File: config.mk
export PLATFORM = sky130hd
export DESIGN_NAME = subleq_sequencer
export DESIGN_NICKNAME = d
export VERILOG_FILES = /design/src/rtl/subleq_sequencer.sv
export SDC_FILE = /design/constraint.sdc
export NUM_CORES = 1
export LEC_CHECK = 0
export CORE_AREA = 2 2 74 76
export CTS_BUF_LIST = sky130_fd_sc_hd__clkbuf_4 sky130_fd_sc_hd__clkbuf_8
export CTS_CLUSTER_DIAMETER = 50
export DETAILED_ROUTE_END_ITERATION = 12
export DIE_AREA = 0 0 76 78
export PLACE_DENSITY = 0.88
export REMOVE_ABC_BUFFERS = 1
export SYNTH_ARGS = -nofsm -noshare
export SYNTH_HDL_FRONTEND = slang
export SYNTH_SLANG_ARGS = --single-unit
File: constraint.sdc
create_clock -name clk -period 3.2 [get_ports clk]
set_clock_uncertainty 0.2 [all_clocks]
set_input_delay 0.64 -clock clk [delete_from_list [all_inputs] [get_ports clk]]
set_output_delay 0.64 -clock clk [all_outputs]
set_load 0.005 [all_outputs]
File: src/rtl/subleq_sequencer.sv
// SUBLEQ sequencer: fetches A, B, C from a synchronous-read BRAM, computes mem[B] -= mem[A]
// and branches to C when the result is <= 0. Branching to the all-ones address halts the core.
module subleq_sequencer #(
    parameter int unsigned WIDTH  = 8,
    parameter int unsigned ADDR_W = 8
) (
    input  logic              clk,
    input  logic              rst_n,
    input  logic              start,
    output logic              mem_en,
    output logic              mem_we,
    output logic [ADDR_W-1:0] mem_addr,
    output logic [WIDTH-1:0]  mem_wdata,
    input  logic [WIDTH-1:0]  mem_rdata,
    output logic              busy,
    output logic              halted,
    output logic [ADDR_W-1:0] pc,
    output logic              retire
);

    typedef enum logic [2:0] {
        StIdle,
        StFetchA,
        StFetchB,
        StFetchC,
        StReadA,
        StReadB,
        StWrite,
        StHalt
    } state_e;

    state_e             state_q, state_d;
    logic [ADDR_W-1:0]  pc_q, pc_d;
    logic [ADDR_W-1:0]  a_q, a_d;
    logic [ADDR_W-1:0]  b_q, b_d;
    logic [ADDR_W-1:0]  c_q, c_d;
    logic [WIDTH-1:0]   va_q, va_d;

    logic [WIDTH-1:0]   result;
    logic               taken;

    // mem_rdata in WRITE is mem[B]; the subtraction wraps modulo 2^WIDTH
    assign result = mem_rdata - va_q;
    assign taken  = (result == '0) || result[WIDTH-1];

    assign busy   = (state_q != StIdle) && (state_q != StHalt);
    assign halted = (state_q == StHalt);
    assign pc     = pc_q;

    always_ff @(posedge clk or negedge rst_n) begin
        if (!rst_n) begin
            state_q <= StIdle;
            pc_q    <= '0;
            a_q     <= '0;
            b_q     <= '0;
            c_q     <= '0;
            va_q    <= '0;
        end else begin
            state_q <= state_d;
            pc_q    <= pc_d;
            a_q     <= a_d;
            b_q     <= b_d;
            c_q     <= c_d;
            va_q    <= va_d;
        end
    end

    always_comb begin
        state_d   = state_q;
        pc_d      = pc_q;
        a_d       = a_q;
        b_d       = b_q;
        c_d       = c_q;
        va_d      = va_q;
        mem_en    = 1'b0;
        mem_we    = 1'b0;
        mem_addr  = '0;
        mem_wdata = '0;
        retire    = 1'b0;

        case (state_q)
            StIdle, StHalt: begin
                if (start) begin
                    pc_d    = '0;
                    state_d = StFetchA;
                end
            end
            StFetchA: begin
                mem_en   = 1'b1;
                mem_addr = pc_q;
                state_d  = StFetchB;
            end
            StFetchB: begin
                mem_en   = 1'b1;
                mem_addr = pc_q + ADDR_W'(1);
                a_d      = mem_rdata[ADDR_W-1:0];
                state_d  = StFetchC;
            end
            StFetchC: begin
                mem_en   = 1'b1;
                mem_addr = pc_q + ADDR_W'(2);
                b_d      = mem_rdata[ADDR_W-1:0];
                state_d  = StReadA;
            end
            StReadA: begin
                mem_en   = 1'b1;
                mem_addr = a_q;
                c_d      = mem_rdata[ADDR_W-1:0];
                state_d  = StReadB;
            end
            StReadB: begin
                mem_en   = 1'b1;
                mem_addr = b_q;
                va_d     = mem_rdata;
                state_d  = StWrite;
            end
            StWrite: begin
                mem_en    = 1'b1;
                mem_we    = 1'b1;
                mem_addr  = b_q;
                mem_wdata = result;
                retire    = 1'b1;
                if (taken) begin
                    pc_d = c_q;
                end else begin
                    pc_d = pc_q + ADDR_W'(3);
                end
                state_d = (taken && (c_q == {ADDR_W{1'b1}})) ? StHalt : StFetchA;
            end
            default: begin
                state_d = StIdle;
            end
        endcase
    end

endmodule

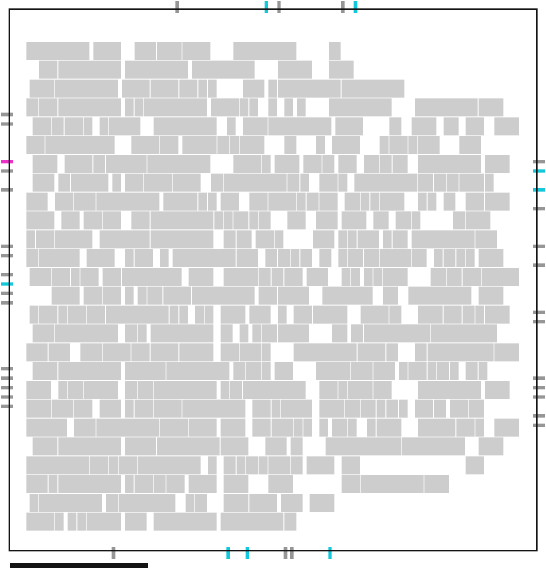
Run 1: ports around the boundary
Bar = 20 µm. Pins as bars across the die edge, other pins in grey.
| port | colour | pins | direction | edge |
|---|---|---|---|---|
| `mem_addr` | cyan | 8 | output | 3 bottom, 2 top, 2 right, 1 left |
| `mem_we` | magenta | 1 | output | left |
all pins by edge: 16 left, 13 right, 6 bottom, 5 top

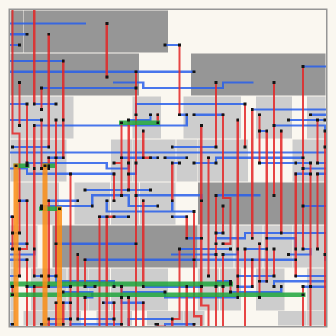
Run 1: layout detail
Window x 47 to 67, y 48 to 68 µm. Cells in grey, sequential cells in the stronger grey; small squares are vias.
| layer | colour |
|---|---|
| M2 | red |
| M1 | blue |
| M4 | orange |
| M3 | green |
most frequent: dfrtp_1 (5), nand2_1 (4)
netlist names of flops here include: `pc` (3), `c_q` (2)
sequential cells in the window: 5
cells with their middle in the window: 31

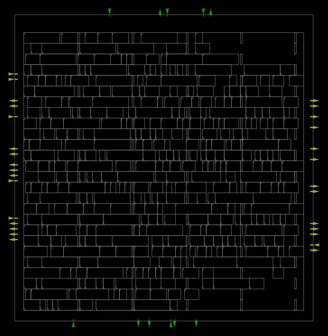
Run 1: cell placement
tapcells inserted: 70
row count: 26
Core Util, Final: 0.790

==> results.json, run 1 <==
{
  "nNetsFinal": 427,
  "post-route-drc-count": 0,
  "asyncSetResetFlopFracSynth": 1.00,
  "cts-root-buf": "clkbuf_8",
  "dpl.hpwl_mm": 5.73,
  "slew_viol_final": 0,
  "stdcell_count": 475,
  "violations": "setup timing",
  "grt-ovfl-total": 0,
  "timing_worst_setup_path_type": "primary input to output pin",
  "path_cells": "dlygate4sd2_1, ha_4, buf_4, nor3b_1, a31oi_1, o21ai_0, a311oi_2, nor2_1, clkbuf_2",
  "clock-sinks": 43,
  "layout-area-overhead-vs-synth_pct": 41.4,
  "common_cells": "nand2_1, dfrtp_1, nor2_1",
  "openroad.warnings": 28,
  "grt_use_met1": 0.348,
  "fin_area_um2": 3980,
  "cts_buffers": 5,
  "edf_count": 0,
  "cts.hold.buffers_added": 0,
  "die_y_um": 78,
  "logic_area_um2": 1820,
  "largest_area_cell": "dfrtp_1",
  "power_density_nw_per_um2": 1200,
  "layout-drive-gt1-share": 0.328,
  "yosysTopAreaCellShare": 0.382,
  "grt_max_degree": 44,
  "regArea_um2": 1080,
  "placed_cell_area_um2": 3530,
  "cp-end-kind": "output pin",
  "ff_type": "dfrtp_1",
  "routed_via_density": 5.99,
  "grt_antenna_before_repair": 0,
  "yosysWarningCount": 0,
  "setup_viol": 9,
  "dpl_worst_slack_ps": -844,
  "dr_wl_met3_um": 527,
  "synth_seq_share": 0.382,
  "finalCritPeriodShare": 1.03,
  "status": "finished with violations",
  "ys_top_logic_family": "simple AND/OR/NAND/NOR gates",
  "finalWorstSetupSlack_ps": -84.0,
  "grt_pass1_vias": 2863,
  "max-slew-margin-rel": 0.349,
  "dpl.cell_count": 451,
  "synth_flops": 43,
  "required_ps": 2360
}
==> run 1: registers in the layout (all words and copies together) (netlist names) <==
register	cells
b_q	8
pc	8
c_q	8
va_q	8
a_q	8
state_q	3
==> run 1: cell type report <==
class / count / share of cell area
Multi-Input combinational cell: 239 / 0.456
Sequential cell: 43 / 0.271
Timing Repair Buffer: 95 / 0.203
Tap cell: 70 / 0.0220
Clock buffer: 6 / 0.0207
Inverter: 20 / 0.0188
Clock inverter: 2 / 0.00879
==> run 1: power by group <==
part	switching, mW	total [mW]	internal, mW
Combinational	1.56	3.23	1.68
Clock	0.194	0.447	0.253
Sequential	0.281	1.09	0.814
Total	2.03	4.77	2.74
==> run 2: changes to the inputs <==
- CORE_AREA: 2 2 74 76 -> 2 2 71 79
- DIE_AREA: 0 0 76 78 -> 0 0 73 81
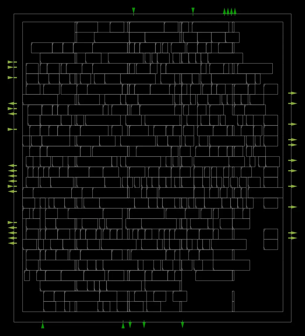
Run 2: cell placement
flop count: 43
row count: 28
sequential cell area share: 0.283
core area: 5220 µm²

==> results.json, run 2 <==
{
  "clk_share": 0.0233,
  "final_core_util": 0.732,
  "dr_wl_met3_um": 493,
  "cts_buffers": 5,
  "synth_seq_share": 0.382,
  "edf_count": 0,
  "cts-root-buf": "clkbuf_8",
  "grt_pass1_vias": 2714,
  "n_all_inverters": 20,
  "layout-drive-gt1-share": 0.303,
  "ff_type": "dfrtp_1",
  "status": "complete, no violations",
  "signal_buffers": 90,
  "largest_area_cell": "dfrtp_1",
  "regArea_um2": 1080,
  "ys_top_logic_family": "simple AND/OR/NAND/NOR gates",
  "grt_antenna_before_repair": 0,
  "asyncSetResetFlopFracSynth": 1.00,
  "post-route-drc-count": 0,
  "power_density_nw_per_um2": 1160,
  "grt_pass1_wl_mm": 12.8,
  "nNetsFinal": 422,
  "path_cells": "dlygate4sd2_1, ha_2, buf_4, nor2_2, a21oi_4, nor4_1, a311oi_2, buf_4, buf_4, a41oi_4, buf_6, mux2i_1, o22ai_1",
  "slew_viol_final": 0,
  "nWellTaps": 60,
  "comb_cells": 239,
  "clock-sinks": 43,
  "comb_share": 0.455,
  "routed_via_density": 6.16,
  "synthXorXnorAreaFrac": 0.0311,
  "finalCritPeriodShare": 0.995,
  "logic_area_um2": 1740,
  "clk_pin_slew_ps": 80,
  "die_y_um": 81,
  "openroad.warnings": 27,
  "layout-area-overhead-vs-synth_pct": 35.6,
  "max-slew-margin-rel": 0.357,
  "crit_end": "pc[4]",
  "yosysWarningCount": 0,
  "wl_met2_mm": 4.40,
  "grt_max_degree": 44,
  "clock_buffer_count": 6,
  "required_ps": 3180,
  "synth_flops": 43,
  "dpl.hpwl_mm": 5.66,
  "setup_viol": 0,
  "route.vias.total": 2833
}
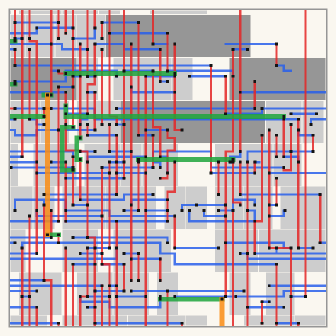
Run 2: layout detail
Window x 45 to 65, y 51 to 71 µm. Cells in grey, sequential cells in the stronger grey; small squares are vias.
| layer | colour |
|---|---|
| M2 | red |
| M4 | orange |
| M1 | blue |
| M3 | green |
most frequent: nand2_1 (5), nor2_1 (4), buf_4 (4)
netlist names of flops here include: `pc` (3)
cells with their middle in the window: 41
sequential cells in the window: 3

run 2: power by group:
| part | internal, mW | switching [mW] | total (mW) |
|---|---|---|---|
| Combinational | 1.54 | 1.42 | 2.96 |
| Clock | 0.161 | 0.198 | 0.359 |
| Sequential | 0.814 | 0.296 | 1.11 |
| Total | 2.51 | 1.92 | 4.43 |
run 2: metrics by stage:
step | hold WS [ps] | power, mW | instance area [µm²] | cells | worst slack (ps)
3_5_place_dp | 285 | 3.58 | 3500 | 441 | -701
6_report | 289 | 4.43 | 3820 | 460 | 14.5
4_1_cts | 307 | 4.14 | 3710 | 455 | 0.483
5_1_grt | 327 | 4.69 | 3820 | 460 | -88.7
3_3_place_gp | 259 | 3.46 | 3500 | 441 | -658
2_1_floorplan | 144 | 2.44 | 2740 | 302 | 9.75
Power is estimated from default activity; no workload was simulated.
